$ cat src/rtl/rave_fetch_pkg.sv
// rave_fetch_pkg
//   Shared widths and helpers for the fetch -> decode hand-off.
//   PKT_W      : instruction-byte packet width (16 bytes)
//   EIP_W      : instruction pointer width
//   LEN_W      : instruction length field width (legal lengths 1..15)
//   FIFO_DEPTH : packet buffer depth between fetch and decode
package rave_fetch_pkg;

  localparam int PKT_W      = 128;
  localparam int EIP_W      = 32;
  localparam int LEN_W      = 4;
  localparam int FIFO_DEPTH = 2;
  localparam int CNT_W      = $clog2(FIFO_DEPTH + 1);

  typedef logic [PKT_W-1:0] pkt_t;
  typedef logic [EIP_W-1:0] eip_t;
  typedef logic [LEN_W-1:0] len_t;
  typedef logic [CNT_W-1:0] cnt_t;

  // Which source, if any, redirects the instruction stream this cycle.
  typedef enum logic [1:0] {
    CTL_RUN     = 2'd0,
    CTL_INIT    = 2'd1,
    CTL_RESTEER = 2'd2
  } ctl_e;

  // Advance the instruction pointer by one instruction; wraps modulo 2^EIP_W.
  function automatic eip_t eip_advance(input eip_t eip, input len_t len);
    return eip + eip_t'(len);
  endfunction

endpackage

$ cat src/rtl/pkt_fifo2.sv
// pkt_fifo2
//   Two-entry packet buffer with synchronous flush.
//   clk      : clock, rising edge
//   reset    : synchronous active-low reset (control state only)
//   i_push   : write i_data at the tail (ignored when full or flushing)
//   i_pop    : advance the head (ignored when empty or flushing)
//   i_flush  : discard all entries; wins over push/pop
//   i_data   : packet to write
//   o_head   : head entry (don't-care when o_count == 0)
//   o_count  : occupancy 0..FIFO_DEPTH
module pkt_fifo2
  import rave_fetch_pkg::*;
#(
  parameter int DATA_W = PKT_W
) (
  input  logic              clk,
  input  logic              reset,
  input  logic              i_push,
  input  logic              i_pop,
  input  logic              i_flush,
  input  logic [DATA_W-1:0] i_data,
  output logic [DATA_W-1:0] o_head,
  output cnt_t              o_count
);

  logic [DATA_W-1:0] r_mem [FIFO_DEPTH];
  logic              r_wr_ptr;
  logic              r_rd_ptr;
  cnt_t              r_count;

  logic              w_full;
  logic              w_empty;
  logic              w_push;
  logic              w_pop;

  assign w_full  = (r_count == cnt_t'(FIFO_DEPTH));
  assign w_empty = (r_count == '0);

  // Local guards keep the storage consistent even if a caller misbehaves.
  assign w_push = i_push && !w_full  && !i_flush;
  assign w_pop  = i_pop  && !w_empty && !i_flush;

  always_ff @(posedge clk) begin
    if (!reset) begin
      r_count  <= '0;
      r_wr_ptr <= 1'b0;
      r_rd_ptr <= 1'b0;
    end else if (i_flush) begin
      r_count  <= '0;
      r_wr_ptr <= 1'b0;
      r_rd_ptr <= 1'b0;
    end else begin
      if (w_push) r_wr_ptr <= ~r_wr_ptr;
      if (w_pop)  r_rd_ptr <= ~r_rd_ptr;
      case ({w_push, w_pop})
        2'b10:   r_count <= r_count + cnt_t'(1);
        2'b01:   r_count <= r_count - cnt_t'(1);
        default: r_count <= r_count;
      endcase
    end
  end

  // Packet storage carries no reset; validity is tracked by r_count alone.
  always_ff @(posedge clk) begin
    if (w_push) r_mem[r_wr_ptr] <= i_data;
  end

  assign o_head  = r_mem[r_rd_ptr];
  assign o_count = r_count;

endmodule

$ cat src/rtl/decode_fetch_rx.sv
// decode_fetch_rx
//   Receives instruction-byte packets from fetch, buffers them in a 2-entry
//   FIFO and presents the head packet to decode. Tracks the EIP of the head
//   instruction and returns the consumed length to fetch.
//   clk / reset            : clock and synchronous active-low reset
//   packet_in(_valid)      : packet offered by fetch
//   stall_out              : FIFO full; an offered packet is not taken
//   instr_out / instr_valid: head packet to decode
//   consume / instr_length : decode takes the head instruction of given length
//   D_length(_valid)       : length of last consumed instruction, 1-cycle pulse
//   D_EIP                  : EIP of the head instruction
//   resteer / resteer_addr : writeback redirect (flush + load EIP)
//   is_init / init_addr    : initialisation load (flush + load EIP), beats resteer
//   len_err                : sticky, set by a zero-length consume
module decode_fetch_rx
  import rave_fetch_pkg::*;
(
  input  logic             clk,
  input  logic             reset,
  input  logic [PKT_W-1:0] packet_in,
  input  logic             packet_in_valid,
  output logic             stall_out,
  output logic [PKT_W-1:0] instr_out,
  output logic             instr_valid,
  input  logic             consume,
  input  logic [LEN_W-1:0] instr_length,
  output logic [LEN_W-1:0] D_length,
  output logic             D_length_valid,
  output logic [EIP_W-1:0] D_EIP,
  input  logic             resteer,
  input  logic [EIP_W-1:0] resteer_addr,
  input  logic             is_init,
  input  logic [EIP_W-1:0] init_addr,
  output logic             len_err
);

  cnt_t w_count;
  pkt_t w_head;
  ctl_e w_ctl;
  logic w_flush;
  logic w_push;
  logic w_take;
  logic w_pop;
  logic w_zero_len;

  eip_t r_eip;
  len_t r_len;
  logic r_len_vld;
  logic r_len_err;

  // Redirect priority: init beats resteer, both beat normal traffic.
  always_comb begin
    w_ctl = CTL_RUN;
    if (is_init)      w_ctl = CTL_INIT;
    else if (resteer) w_ctl = CTL_RESTEER;
  end

  assign w_flush = (w_ctl != CTL_RUN);

  // Stall comes from registered occupancy only, so a full FIFO refuses a
  // packet even in a cycle where decode frees an entry.
  assign stall_out   = (w_count == cnt_t'(FIFO_DEPTH));
  assign instr_valid = (w_count != '0);
  assign instr_out   = w_head;

  assign w_push     = packet_in_valid && !stall_out && !w_flush;
  assign w_take     = consume && instr_valid && !w_flush;
  assign w_pop      = w_take && (instr_length != '0);
  assign w_zero_len = w_take && (instr_length == '0);

  pkt_fifo2 #(
    .DATA_W (PKT_W)
  ) u_fifo (
    .clk     (clk),
    .reset   (reset),
    .i_push  (w_push),
    .i_pop   (w_pop),
    .i_flush (w_flush),
    .i_data  (packet_in),
    .o_head  (w_head),
    .o_count (w_count)
  );

  always_ff @(posedge clk) begin
    if (!reset) begin
      r_eip     <= '0;
      r_len     <= '0;
      r_len_vld <= 1'b0;
      r_len_err <= 1'b0;
    end else begin
      r_len_vld <= 1'b0;
      case (w_ctl)
        CTL_INIT:    r_eip <= init_addr;
        CTL_RESTEER: r_eip <= resteer_addr;
        default: begin
          if (w_pop) begin
            r_eip     <= eip_advance(r_eip, instr_length);
            r_len     <= instr_length;
            r_len_vld <= 1'b1;
          end
          if (w_zero_len) r_len_err <= 1'b1;
        end
      endcase
    end
  end

  assign D_EIP          = r_eip;
  assign D_length       = r_len;
  assign D_length_valid = r_len_vld;
  assign len_err        = r_len_err;

endmodule

$ cat config.mk
export PLATFORM = sky130hd
export DESIGN_NAME = decode_fetch_rx
export DESIGN_NICKNAME = d
export VERILOG_FILES = /design/src/rtl/rave_fetch_pkg.sv /design/src/rtl/pkt_fifo2.sv /design/src/rtl/decode_fetch_rx.sv
export SDC_FILE = /design/constraint.sdc
export NUM_CORES = 1
export LEC_CHECK = 0
export ABC_CLOCK_PERIOD_IN_PS = 7600
export CELL_PAD_IN_SITES_DETAIL_PLACEMENT = 1
export CELL_PAD_IN_SITES_GLOBAL_PLACEMENT = 1
export CORE_MARGIN = 5
export CORE_UTILIZATION = 34
export DETAILED_ROUTE_END_ITERATION = 10
export PLACE_DENSITY = 0.82
export RECOVER_POWER = 25
export SLEW_MARGIN = 40
export SYNTH_ARGS = -nofsm -noshare
export SYNTH_HDL_FRONTEND = slang
export SYNTH_SLANG_ARGS = --single-unit
$ cat constraint.sdc
create_clock -name clk -period 7.6 [get_ports clk]
set_input_delay 1.52 -clock clk [delete_from_list [all_inputs] [get_ports clk]]
set_output_delay 1.52 -clock clk [all_outputs]
set_load 0.02 [all_outputs]
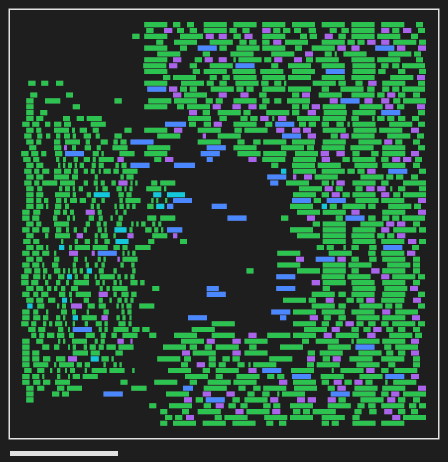
(cells by drive strength)
Scale bar: 50 um.
| size | colour | cells |
|---|---|---|
| x2 | purple | 146 |
| x3 and x4 | cyan | 15 |
| x1 and smaller | green | 964 |
| x6 and larger | blue | 47 |

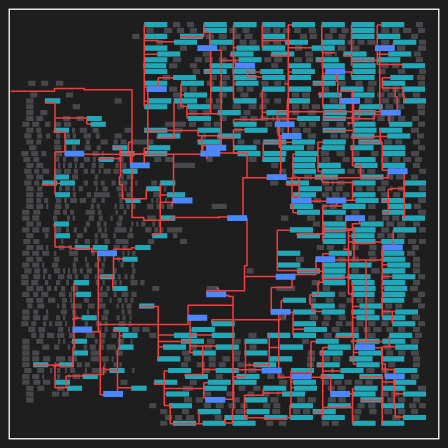
(clock wires, drivers and flops)
[flip-flops] cyan | count: 299
[clock wires] red | length: 3780 um
[clock-net drivers] blue | count: 35
routed clock nets: 36
flops lie: widely spread

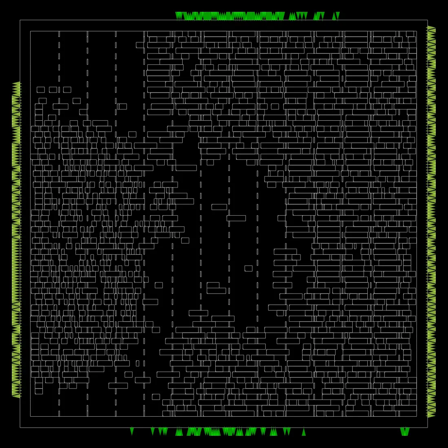
(cell placement)
Tapcell Cnt: 461
Layout fillers: 3490
sequential cell count of the final layout: 299
core utilization of the finished layout: 49.5%

==> git commit body <==
Refresh implementation metrics

- The flow ran to the end, and the final reports show no timing, DRC or antenna violations.
* Data required time at the worst endpoint: 6080 ps
- WL met3: 3.88 mm
- Detailed-route iteration 0 reported a violation count of 410.
- Worst r2r path cells: 7
- Setup TNS after final layout: 0 ps
- Share of the cycle needed by the critical path after routing: 55.4%
- The clock passes through at most 3 buffers.
* Met2 Resource Use GR: 32.9%
* Worst slew pin tran: 869 ps
- STA classifies the critical path startpoint as a flip-flop.
* Post-Place Cells: 1571
- CTS-repair resized insts: 0
- According to the timing report, the critical path is captured at instr_out[104].
- Registers take 0.00855 mm^2.
- Reg2reg setup slack: 5120 ps
* Buffers on Ports: 369
- Worst-path clk slew: 50 ps
- Origin of the critical flop-to-flop path: D_EIP[0]
* First drt pass iteration count: 7
- Min Clock Period, post-route: 4210 ps
- Number of max-cap violations: 0
- Detailed-route via count: 8360
- Wire length of the first global-routing pass: 55.0 mm
- Top routing layer used: met5
* Critical Path End Type: output port
* Fin Clk Skew: 15.0 ps
- Among all flip-flop cells after synthesis, the most frequent one is edfxtp_1.
- Area occupied by multi-input gates: 0.00337 mm^2
* Post-synth EDFFs: 256
- The synthesized design contains 299 register bits.
* Post-synthesis net count: 972
- Once the clock tree was built, the setup fixing pass inserted 0 buffers.
* Proportion of synthesized flip-flops having asynchronous set or reset: 0%
- Total power draw: 3740 uW
- Achievable frequency: 238 MHz
- Warnings raised by the tools during the run amount to 30.
- Excluding fillers, the count of instances in the completed layout stands at 1642.
- Clock insertion delay at the later pin of the skew report: 500 ps
- Root Buffer Master: clkbuf_16
* Die Outline Area: 0.0394 mm^2
- VDD sags by at most 150 uV.
* Initial antenna violation count: 12
- Entering global routing, the biggest net connects 129 pins.
- Max-slew violation count: 0
- The routed wirelength on the met1 layer is recorded as 14.5 mm.
* Via-to-Cell Ratio: 5.09
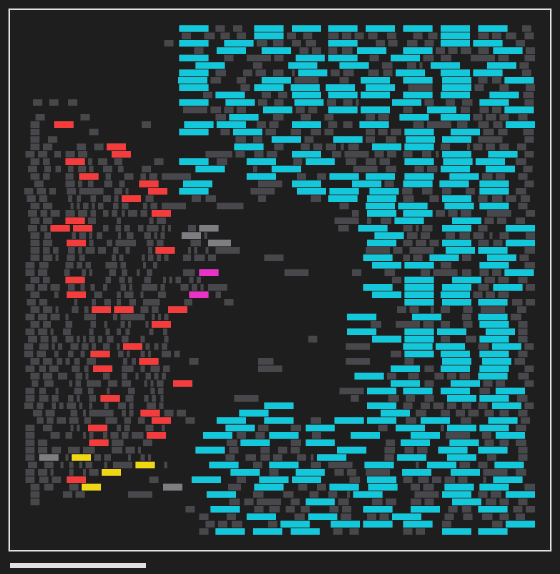
(where the registers sit)
Scale bar: 50 um.
| signal | colour | flops |
|---|---|---|
| `D_length` | yellow | 4 |
| `D_EIP` | red | 32 |
| `u_fifo.r_mem` | cyan | 256 |
| `u_fifo.o_count` | magenta | 2 |
not coloured: 5

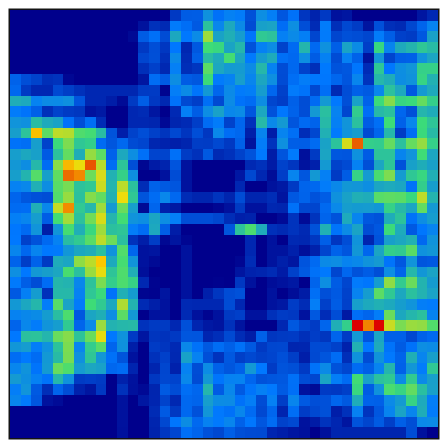
(wire density map)
The die is cut into 40 by 40 equal tiles; dark blue is low, red is high, scaled to the fullest tile. Values are wire area over tile area, all layers added.
mean over tiles: 0.16
nearly empty tiles: 14%
densest ninth of the die: middle left

-- where the power goes --
part	total (uW)	switching (uW)	internal, uW
combinational	346	165	181
sequential	1840	24.5	1820
clock	1560	643	913
-- per-stage QoR --
stage / area (um^2) / worst slack (ps) / hold slack (ps)
final: 17500 / 3390 / 458
after global routing: 17500 / 3300 / 491
after CTS: 17500 / 3340 / 460
after detailed placement: 16400 / 3200 / 452
after global placement: 16300 / 2520 / 445
after floorplan: 12100 / -664 / 481
-- sequential cells by signal (all words and copies together) (netlist names), named ones only --
name,flops
u_fifo.r_mem,256
D_EIP,32
D_length,4
u_fifo.o_count,2
D_length_valid,1
len_err,1
u_fifo.r_rd_ptr,1
u_fifo.r_wr_ptr,1
-- critical path, cell delays in order (launching register included) --
cell and delay (ps):
dfxtp_4 550, buf_6 580, mux2_2 440, clkdlybuf4s50_1 590
-- logic make-up after synthesis --
family / synth area share (%)
compound gates: 7.51
xor+xnor: 0.797
fa+ha+maj: 0.683
buf+inv: 1.50
flops: 70.7
mux: 12.3
simple gates: 6.45
-- layout make-up --
class,instances,share of cell area (%)
Antenna cell,9,0.129
Clock buffer,42,5.34
Clock inverter,20,0.787
Inverter,11,0.236
Multi-Input combinational cell,419,19.3
Sequential cell,299,48.9
Tap cell,461,3.30
Timing Repair Buffer,381,22.0
-- cell usage after synthesis, drive strengths merged (6+ instances only) --
library cell  number  share of area [%]
a22o               6               0.43
inv                9               0.28
o22ai              6               0.31
nand4              7               0.49
or4                6               0.40
clkbuf            32               0.99
o21ai             16               0.66
dfxtp             43                7.1
nor2              23               0.71
xnor2              9               0.65
and3              10               0.52
mux2             128                 12
nor3               8               0.33
nor4              12               0.83
nand3             21               0.97
a21oi             31                1.4
a211oi             8               0.54
a22oi             20                1.2
edfxtp           256                 64
nand2             32               0.99
Power and IR drop assume default switching activity.
